[config.mk]
export PLATFORM = sky130hd
export DESIGN_NAME = uart_tx_arbiter_flat
export DESIGN_NICKNAME = d
export VERILOG_FILES = /design/src/rtl/uart_tx_arbiter_if.sv /design/src/rtl/uart_tx_arbiter.sv /design/src/flat_wrapper.sv
export SDC_FILE = /design/constraint.sdc
export NUM_CORES = 1
export LEC_CHECK = 0
export CAP_MARGIN = 20
export CORE_MARGIN = 8
export CORE_UTILIZATION = 56
export DETAILED_ROUTE_END_ITERATION = 12
export PLACE_DENSITY = 0.84
export SYNTH_ARGS = -nofsm -noshare
export SYNTH_HDL_FRONTEND = slang
export SYNTH_SLANG_ARGS = --single-unit
[constraint.sdc]
create_clock -name clk -period 3.8 [get_ports clk]
set_input_delay 0.76 -clock clk [delete_from_list [all_inputs] [get_ports clk]]
set_output_delay 0.76 -clock clk [all_outputs]
set_load 0.05 [all_outputs]
[src/rtl/uart_tx_arbiter_if.sv]
// Request/grant and transmit-side signals of the two-requester UART arbiter.
// The slave modport is the arbiter; the master modport is the requester/transmitter side.
interface uart_tx_arbiter_if;
    logic       en;
    logic       req0;
    logic [7:0] data0;
    logic       ack0;
    logic       req1;
    logic [7:0] data1;
    logic       ack1;
    logic       tx_valid;
    logic [7:0] tx_data;
    logic       busy;
    logic       grant_id;

    modport slave (
        input  en, req0, data0, req1, data1,
        output ack0, ack1, tx_valid, tx_data, busy, grant_id
    );

    modport master (
        output en, req0, data0, req1, data1,
        input  ack0, ack1, tx_valid, tx_data, busy, grant_id
    );
endinterface

[src/rtl/uart_tx_arbiter.sv]
// Round-robin arbiter sharing one uart_send between two byte requesters; paces
// start pulses so successive tx_valid edges are exactly FRAME_CYCLES+GAP_CYCLES apart.
module uart_tx_arbiter #(
    parameter int FRAME_CYCLES = 104161,
    parameter int GAP_CYCLES   = 0
) (
    input  logic             clk,
    input  logic             rst,
    uart_tx_arbiter_if.slave bus
);
    localparam int          SPACING  = FRAME_CYCLES + GAP_CYCLES;
    localparam logic [19:0] CNT_LAST = 20'(SPACING - 2);

    typedef enum logic [1:0] {IDLE, SEND, WAIT} state_t;

    state_t      state_q, state_d;
    logic [19:0] cnt_q, cnt_d;
    logic        last_grant_q, last_grant_d;
    logic        grant_id_q, grant_id_d;
    logic        ack0_q, ack0_d;
    logic        ack1_q, ack1_d;
    logic        tx_valid_q, tx_valid_d;
    logic [7:0]  tx_data_q, tx_data_d;
    logic        busy_q, busy_d;
    logic        winner;

    always_comb begin
        state_d      = state_q;
        cnt_d        = cnt_q;
        last_grant_d = last_grant_q;
        grant_id_d   = grant_id_q;
        ack0_d       = 1'b0;
        ack1_d       = 1'b0;
        tx_valid_d   = 1'b0;
        tx_data_d    = tx_data_q;
        winner       = 1'b0;

        case (state_q)
            IDLE: begin
                if (bus.en && (bus.req0 || bus.req1)) begin
                    // On a tie the requester that did not win last time is served.
                    winner       = (bus.req0 && bus.req1) ? ~last_grant_q : bus.req1;
                    state_d      = SEND;
                    tx_valid_d   = 1'b1;
                    ack0_d       = ~winner;
                    ack1_d       = winner;
                    tx_data_d    = winner ? bus.data1 : bus.data0;
                    grant_id_d   = winner;
                    last_grant_d = winner;
                    cnt_d        = 20'd0;
                end
            end
            SEND: begin
                state_d = WAIT;
                cnt_d   = 20'd1;
            end
            WAIT: begin
                cnt_d = cnt_q + 20'd1;
                if (cnt_q == CNT_LAST) begin
                    state_d = IDLE;
                end
            end
            default: begin
                state_d = IDLE;
            end
        endcase

        busy_d = (state_d != IDLE);
    end

    always_ff @(posedge clk) begin
        if (rst) begin
            state_q      <= IDLE;
            cnt_q        <= 20'd0;
            last_grant_q <= 1'b1;
            grant_id_q   <= 1'b0;
            ack0_q       <= 1'b0;
            ack1_q       <= 1'b0;
            tx_valid_q   <= 1'b0;
            tx_data_q    <= 8'h00;
            busy_q       <= 1'b0;
        end else begin
            state_q      <= state_d;
            cnt_q        <= cnt_d;
            last_grant_q <= last_grant_d;
            grant_id_q   <= grant_id_d;
            ack0_q       <= ack0_d;
            ack1_q       <= ack1_d;
            tx_valid_q   <= tx_valid_d;
            tx_data_q    <= tx_data_d;
            busy_q       <= busy_d;
        end
    end

    assign bus.ack0     = ack0_q;
    assign bus.ack1     = ack1_q;
    assign bus.tx_valid = tx_valid_q;
    assign bus.tx_data  = tx_data_q;
    assign bus.busy     = busy_q;
    assign bus.grant_id = grant_id_q;
endmodule
[src/flat_wrapper.sv]
// flat-port wrapper written by rule: the top's interface ports become plain ports
module uart_tx_arbiter_flat 
#(
    parameter int FRAME_CYCLES = 104161,
    parameter int GAP_CYCLES   = 0
)
  (clk, rst, bus_en, bus_req0, bus_data0, bus_req1, bus_data1, bus_ack0, bus_ack1, bus_tx_valid, bus_tx_data, bus_busy, bus_grant_id);
  uart_tx_arbiter_if bus_i ();
  input  logic clk;
  input  logic rst;
  input wire logic [$bits(bus_i.en)-1:0] bus_en;
  input wire logic [$bits(bus_i.req0)-1:0] bus_req0;
  input wire logic [$bits(bus_i.data0)-1:0] bus_data0;
  input wire logic [$bits(bus_i.req1)-1:0] bus_req1;
  input wire logic [$bits(bus_i.data1)-1:0] bus_data1;
  output wire logic [$bits(bus_i.ack0)-1:0] bus_ack0;
  output wire logic [$bits(bus_i.ack1)-1:0] bus_ack1;
  output wire logic [$bits(bus_i.tx_valid)-1:0] bus_tx_valid;
  output wire logic [$bits(bus_i.tx_data)-1:0] bus_tx_data;
  output wire logic [$bits(bus_i.busy)-1:0] bus_busy;
  output wire logic [$bits(bus_i.grant_id)-1:0] bus_grant_id;
  assign bus_i.en = bus_en;
  assign bus_i.req0 = bus_req0;
  assign bus_i.data0 = bus_data0;
  assign bus_i.req1 = bus_req1;
  assign bus_i.data1 = bus_data1;
  assign bus_ack0 = bus_i.ack0;
  assign bus_ack1 = bus_i.ack1;
  assign bus_tx_valid = bus_i.tx_valid;
  assign bus_tx_data = bus_i.tx_data;
  assign bus_busy = bus_i.busy;
  assign bus_grant_id = bus_i.grant_id;
  uart_tx_arbiter #(.FRAME_CYCLES(FRAME_CYCLES), .GAP_CYCLES(GAP_CYCLES)) u_core (.clk(clk), .rst(rst), .bus(bus_i));
endmodule
==> flow_summary_export.csv, run 1 <==
group,metric,value,unit
run_status,status,"finished, final reports clean",
power_and_ir_drop,max-vdd-ir-drop,0.000250,V
synthesis,syn_inst,217,
timing,setup_viol,0,
timing,layout_worst_path_cycle_share,0.610,
worst_setup_path,crit_required,4050,ps
worst_setup_path,crit_start,"bus_req1",
cts,cts.repair.resized,0,
synthesis,syn_avg_cell_area,8.77,um^2
power_and_ir_drop,p_per_area,377,mW/mm^2
cts,clockBufferDepth,2,
layout,finalNonFillerCells,296,
layout,utilization,0.695,
worst_setup_path,worstPathMaxFanout,14,
cts,numClockSinks,36,
synthesis,ys_ff,36,
placement,portBuffers,33,
synthesis,ys_cells,217,
die,chipArea,0.00552,mm^2
timing,hold_violations,0,
synthesis,top_cell,"dfxtp_1",
run 1: cell usage in the layout, fill, tap and decap left out, types with 2 or more instances in the layout:
cell type / synthesis / final
o21ai_0: 8 / 8
ha_1: 5 / 5
and2_1: 2 / 2
or3_1: 5 / 5
and2_2: 2 / 2
dfxtp_1: 36 / 36
or4_1: 4 / 4
xnor2_1: 3 / 3
o41ai_1: 2 / 2
nor4_1: 3 / 3
o311ai_0: 3 / 3
nor3_1: 4 / 4
o31ai_1: 7 / 7
a211oi_1: 9 / 9
a21oi_1: 18 / 18
mux2i_1: 10 / 10
inv_1: 8 / 8
and3_1: 2 / 2
nand3_1: 6 / 6
nand2b_1: 4 / 4
clkbuf_4: 0 / 5
nor4b_1: 2 / 2
clkdlybuf4s50_1: 0 / 33
buf_4: 1 / 2
nor2_1: 16 / 16
nand2_1: 17 / 17
nand4_1: 7 / 7
nor2b_1: 2 / 2
clkinv_2: 0 / 2
run 1: sequential cells by signal (all words and copies together) (netlist names):
signal and cells:
u_core.bus.busy 1, u_core.last_grant_q 1, u_core.bus.ack1 1, u_core.cnt_q 20
u_core.state_q 2, u_core.bus.tx_valid 1, u_core.bus.grant_id 1, u_core.bus.tx_data 8
u_core.bus.ack0 1
run 1: critical path, cell delays in order:
cell             delay [ps]
clkdlybuf4s50_1         520
o21a_1                  250
o21ai_0                 350
o21ai_0                 150
buf_4                   210
o41ai_1                 330
run 1: cells by family after synthesis:
| logic type | count (synthesis) |
|---|---|
| flip-flops | 36 |
| multiplexers | 10 |
| AND-OR/OR-AND | 59 |
| buffers and inverters | 18 |
| AND/OR/NAND/NOR | 85 |
| adder cells (fa/ha/maj) | 5 |
| XOR/XNOR | 4 |
run 1: final timing paths:
kind	cells after the start	endpoint	slack, ps
max reg2reg	6	u_core.cnt_q[14]	1590
min	2	u_core.bus.grant_id	460
max	6	u_core.cnt_q[10]	1480
min reg2reg	2	u_core.bus.grant_id	460
run 1: final cells by class:
cell class	instances	area, um^2	share of cell area
multi-input combinational	163	1090	0.472
clock inverter	2	10.0	0.00435
clock buffer	6	51.3	0.0223
sequential	36	721	0.313
timing repair buffer	35	345	0.150
tap	46	57.6	0.0250
inverter	8	30.0	0.0131
run 1: through the flow:
step           hold slack [ps]  total power, mW  area (um^2)  setup WS [ps]
2_1_floorplan              432            0.578         1900           1950
3_5_place_dp               449            0.654         2240           1190
3_3_place_gp               443            0.650         2240           1250
5_1_grt                    485            0.906         2300           1360
4_1_cts                    463            0.870         2300           1510
6_report                   460            0.867         2300           1480
run 1: power groups by stage:
stage,clock (mW),sequential [mW],combinational [mW]
2_1_floorplan,0,0.475,0.103
3_3_place_gp,0,0.418,0.232
3_5_place_dp,0,0.419,0.235
4_1_cts,0.223,0.410,0.236
5_1_grt,0.237,0.413,0.255
6_report,0.221,0.410,0.236
run 1: metal layers:
layer	wire length, um	vias to the layer above	GRT usage
met2	1970	57	0.253
li1	-	871	-
met5	0	-	0
met4	54	0	0.0630
met3	371	7	0.0647
met1	2080	834	0.229
run_1/sizing.png
(6 px per um)
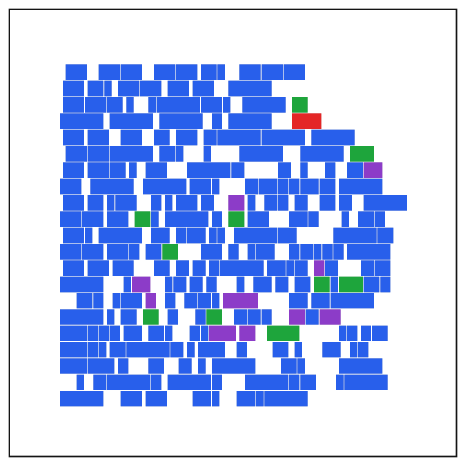
- purple: x2 (cells 10; share 4.0%)
- green: x3 and x4 (cells 10; share 4.0%)
- blue: x1 and smaller (cells 229; share 92%)
- red: x6 and larger (cells 1; share 0.40%)
Final Instance Area: 0.00230 mm^2
setup slack after layout: 1480 ps
synth-to-layout area growth: 20.9%
nonclk buf count: 35

run_1/port_trees.png
(4 px per um)
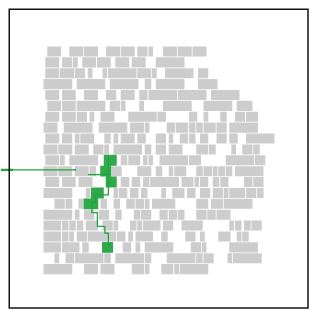
- green: bus_req0 (bits 1; direction input; end cells 6; buffers 1; wire 53.5 um)

run_1/layers.png
(6 px per um) Only two layers are drawn.
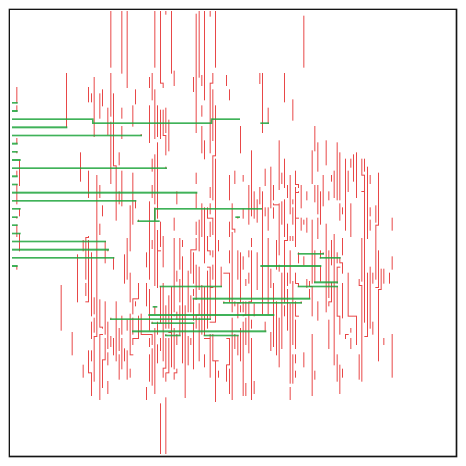
- green: M3 (wire length 372 um)
- red: M2 (wire length 1970 um)
Avg WL per Cell: 15.1 um
vias after detailed routing: 1769
total length of routed wires: 4470 um
Tot GR Track Use: 0.174

==> run 2, diff against run 1 <==
CORE_UTILIZATION = 52   (was 56)
PLACE_DENSITY = 0.79   (was 0.84)
clock period = 2.2 ns   (was 3.8 ns; I/O delays follow)
run_2/pinout.png
(6 px per um) Pins as bars across the die edge, other pins in grey.
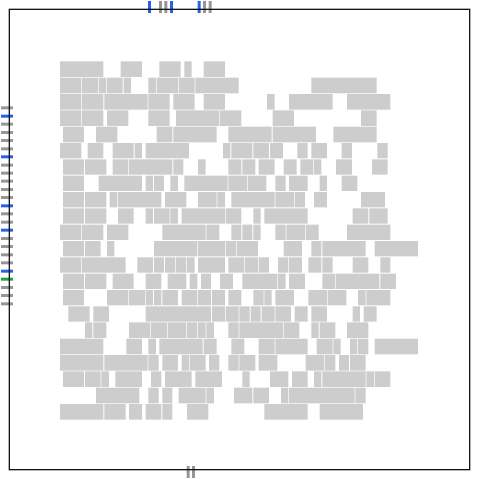
- green: bus_req0 (pins 1; direction input; edge west)
- blue: bus_tx_data (pins 8; direction output; edge 5 west, 3 north)
die height: 76.5 um
I/O Buffers: 33
die width: 76.5 um

run_2/layers.png
(6 px per um) Only two layers are drawn.
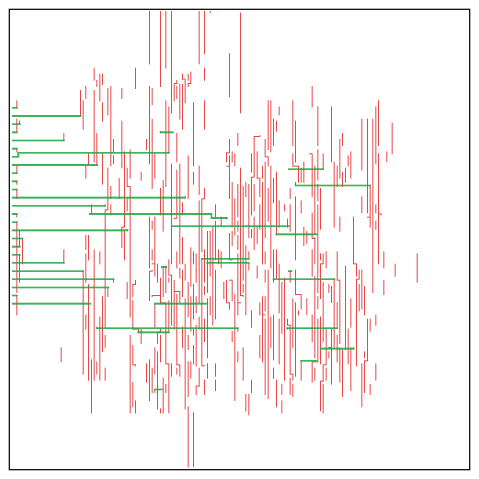
- red: M2 (wire length 2080 um)
- green: M3 (wire length 351 um)

==> run 2 against run 1 <==
- non-clock buffer count is 9 higher
- die size is 6.0% higher
- synthesized area stayed put
- combinational power is 86% higher
- synthesized cell count stayed put
- wire length is 3.6% higher
- critical endpoint is now u_core.cnt_q[14]
- highest routed layer unchanged
==> flow_summary_export.csv, run 2 <==
group,metric,value,unit
worst_setup_path,worst-r2r-setup-slack,120,ps
power_and_ir_drop,p_per_area,762,mW/mm^2
timing,layout_worst_path_cycle_share,0.946,
synthesis,ys_ff,36,
drt,wl_per_cell,15.1,um
placement,preCtsSetupSlack,-27.6,ps
layout,fin_area,0.00244,mm^2
timing,hold_violations,0,
worst_setup_path,crit_required,2450,ps
worst_setup_path,r2r_cells,6,
layout,largest_register,"u_core.cnt_q",
placement,place_area,0.00231,mm^2
layout,mostFrequentLayoutCell,"dfxtp_1",
synthesis,top_cell,"dfxtp_1",
worst_setup_path,rr_endpoint,"u_core.cnt_q[14]",
synthesis,syn_inst,217,
synthesis,ys_cells,217,
drt,vias,1779,
run_status,status,"finished, final reports clean",
global_route,grt.total_usage,0.160,
worst_setup_path,worstPathMaxFanout,5,
layout,utilization,0.681,
synthesis,syn_avg_cell_area,8.77,um^2
cts,cts.repair.resized,0,
==> run 2: cell counts after synthesis <==
No cell type changed its count.
==> run 2: per-stage QoR <==
stage	setup TNS, ps	total power, mW	instances
after detailed placement	-38.0	1.16	299
after global placement	-28.6	1.16	299
after global routing	0	1.93	307
after CTS	0	1.87	307
final	0	1.86	307
after floorplan	0	0.999	217
==> run 2: final cells by class <==
class | count | area [um^2] | share of cell area
flip-flops and latches | 36 | 721 | 0.296
repair buffers | 44 | 413 | 0.169
inverters | 8 | 30.0 | 0.0123
clock buffers | 5 | 37.5 | 0.0154
well taps | 48 | 60.1 | 0.0246
clock inverters | 3 | 90.1 | 0.0370
multi-input cells | 163 | 1090 | 0.446
==> run 2: worst max path at each step <==
stage                     cells past startpoint  slack (ps)               from                to
after global routing                          6          40  u_core.state_q[0]  u_core.cnt_q[14]
after detailed placement                      5         -30           bus_req1  u_core.cnt_q[14]
after CTS                                     6         170  u_core.state_q[0]  u_core.cnt_q[14]
final                                         6         120  u_core.state_q[0]  u_core.cnt_q[14]
after global placement                        5         -20           bus_req0  u_core.cnt_q[14]
after floorplan                               7         400  u_core.state_q[0]  u_core.cnt_q[14]
==> run 2: critical path, cell delays in order (launching register included) <==
cell and delay, ps:
dfxtp_1 410, inv_1 80, ha_1 270, nor3b_1 200, nor4_1 670, nand4_1 210, mux2i_1 150
==> run 2: cell families (layout without fill, tap and decap cells) <==
family	after synthesis	after routing	synth area share
mux	10	10	0.0526
fa+ha+maj	5	5	0.0329
xor+xnor	4	4	0.0184
compound gates	59	59	0.216
buf+inv	18	60	0.0506
flops	36	36	0.379
simple gates	85	85	0.251
==> run 2: metal layers <==
metal	part of all wire	routed length [um]	GRT usage
met1	0.45	2100	0.187
met2	0.45	2080	0.250
met3	0.076	350	0.0578
met4	0.022	102	0.0846
met5	0	0	0
==> run 2: power by group through the flow <==
stage / Sequential (mW) / Combinational, mW / Clock [mW]
floorplan: 0.821 / 0.178 / 0
global placement: 0.722 / 0.434 / 0
detailed placement: 0.724 / 0.436 / 0
CTS: 0.710 / 0.441 / 0.719
global route: 0.715 / 0.472 / 0.739
finish: 0.710 / 0.440 / 0.708
==> run 3, diff against run 2 <==
ABC_CLOCK_PERIOD_IN_PS = 2600   (was not set)
CORE_UTILIZATION = 56   (was 52)
PLACE_DENSITY = 0.84   (was 0.79)
clock period = 2.6 ns   (was 2.2 ns; I/O delays follow)
run_3/layers.png
(6 px per um) Only two layers are drawn.
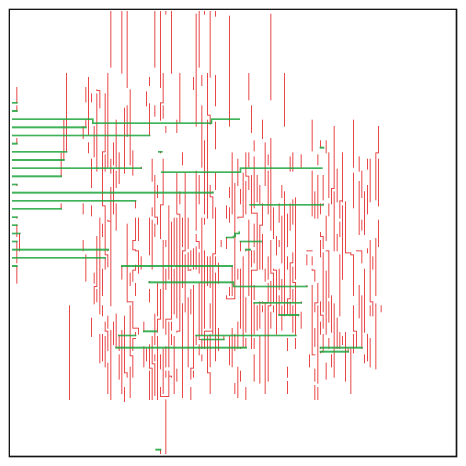
- green: M3 (wire length 383 um)
- red: M2 (wire length 2170 um)

run_3/sizing.png
(6 px per um)
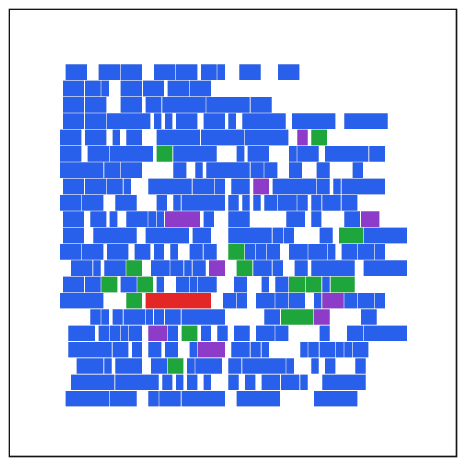
- red: x6 and larger (cells 1; share 0.39%)
- blue: x1 and smaller (cells 229; share 90%)
- green: x3 and x4 (cells 15; share 5.9%)
- purple: x2 (cells 9; share 3.5%)
synth-to-layout area growth: 23.5%
nonclk buf count: 39
Final Instance Area: 0.00235 mm^2

==> run 3 against run 2 <==
- non-clock buffer count is 5 lower
- flip-flop count is the same
- worst setup slack improved by 380 ps
- die size fell by 5.7%
- cell count down 2.3%
- highest routed layer unchanged
==> flow_summary_export.csv, run 3 <==
group,metric,value,unit
synthesis,ys_cells,217,
cts,clockBufferDepth,2,
layout,combGateArea,0.00109,mm^2
worst_setup_path,endpoint,"u_core.cnt_q[18]",
layout,ff_latch_area,721,um^2
timing,finalSetupTns,0,ps
timing,layout_worst_path_cycle_share,0.809,
layout,largest_reg_flops,20,
timing,setup_viol,0,
worst_setup_path,crit_path_cell_trace,"inv_1, ha_1, or3b_1, a41oi_2, nand2b_1, o41ai_1",
layout,mostFrequentLayoutCell,"dfxtp_1",
global_route,top_usage_layer,"met2",
global_route,grt_util_met3,0.0728,
drt,vias,1793,
timing,period_minus_slack,2100,ps
worst_setup_path,r2r_cells,6,
power_and_ir_drop,p_total,1.35,mW
drt,wl_per_cell,15.2,um
layout,lay_top_cells,"dfxtp_1 (36), clkdlybuf4s50_1 (33), a21oi_1 (18)",
worst_setup_path,crit_start,"u_core.state_q[1]",
cts,cts.repair.resized,0,
worst_setup_path,slowest_stage,"or3b_1",
synthesis,syn_avg_cell_area,8.77,um^2
cts,numClockSinks,36,
placement,placedCellCount,292,
timing,hold_violations,0,
global_route,use_met1,0.196,
worst_setup_path,crit_required,2860,ps
worst_setup_path,worstPathMaxFanout,13,
worst_setup_path,worst-r2r-setup-slack,500,ps
worst_setup_path,rr_endpoint,"u_core.cnt_q[18]",
placement,portBuffers,33,
power_and_ir_drop,p_per_area,576,mW/mm^2
run_status,status,"finished, final reports clean",
power_and_ir_drop,max-vdd-ir-drop,0.000612,V
drt,wl,4560,um
synthesis,ys_ff,36,
die,fp.dieH,74.3,um
die,chipArea,0.00552,mm^2
global_route,use_met2,0.285,
synthesis,top_cell,"dfxtp_1",
synthesis,syn_inst,217,
global_route,grt.total_usage,0.176,
layout,largest_register,"u_core.cnt_q",
==> run 3: netlist changes by cell type in the layout (fill, tap and decap cells not counted) <==
cell / previous run / this run
buf_4: 11 / 6
bufinv_16: 3 / 1
clkinv_2: 0 / 1
clkinvlp_4: 0 / 1
==> run 3: how the worst min path moves through the flow <==
| stage | startpoint | end | slack [ps] | depth (start not counted) |
|---|---|---|---|---|
| after floorplan | u_core.last_grant_q | u_core.last_grant_q | 430 | 2 |
| after global placement | u_core.bus.grant_id | u_core.bus.grant_id | 440 | 2 |
| after detailed placement | u_core.bus.grant_id | u_core.bus.grant_id | 450 | 2 |
| after CTS | u_core.bus.grant_id | u_core.bus.grant_id | 460 | 2 |
| after global routing | u_core.bus.grant_id | u_core.bus.grant_id | 510 | 2 |
| final | u_core.bus.grant_id | u_core.bus.grant_id | 460 | 2 |
==> run 3: cells by family after synthesis <==
family / synth area share
and+or+nand+nor: 0.251
AOI/OAI and AO/OA: 0.216
DFF: 0.379
buffers and inverters: 0.0506
muxes: 0.0526
adders and majority gates: 0.0329
xor gates and xnor gates: 0.0184
==> run 3: worst max-delay path: cells and delay by family (launching register included) <==
| kind | cells | cell delay, ps |
|---|---|---|
| fa+ha+maj | 1 | 430 |
| compound gates | 2 | 570 |
| buf+inv | 1 | 100 |
| simple gates | 2 | 540 |
| flops | 1 | 360 |
==> run 3: per-stage QoR <==
stage	setup slack [ps]	hold slack [ps]	utilization	cell area (um^2)
3_5_place_dp	345	451	0.686	2270
2_1_floorplan	797	432	-	1900
6_report	497	464	0.710	2350
4_1_cts	514	464	0.710	2350
5_1_grt	281	505	0.710	2350
3_3_place_gp	394	443	0.686	2270
==> run 3: final cells by class <==
| type | count | share of cell area |
|---|---|---|
| multi-input combinational | 163 | 0.462 |
| sequential | 36 | 0.307 |
| timing repair buffer | 39 | 0.160 |
| tap | 46 | 0.0245 |
| clock inverter | 3 | 0.0181 |
| clock buffer | 5 | 0.0160 |
| inverter | 8 | 0.0128 |
==> run 3: per-layer routing <==
metal	share of wire	wire [um]
met1	0.43	1940
met2	0.47	2160
met3	0.084	383
met4	0.016	72
met5	0	0
==> run 3: report_power, final <==
part / internal [mW] / switching, mW / leakage [nW] / total, mW
Sequential: 0.583 / 0.0179 / 0.293 / 0.601
Combinational: 0.135 / 0.220 / 0.465 / 0.356
Clock: 0.200 / 0.198 / 0.0412 / 0.398
No activity file was given, so power comes from the tool's default toggle rates.
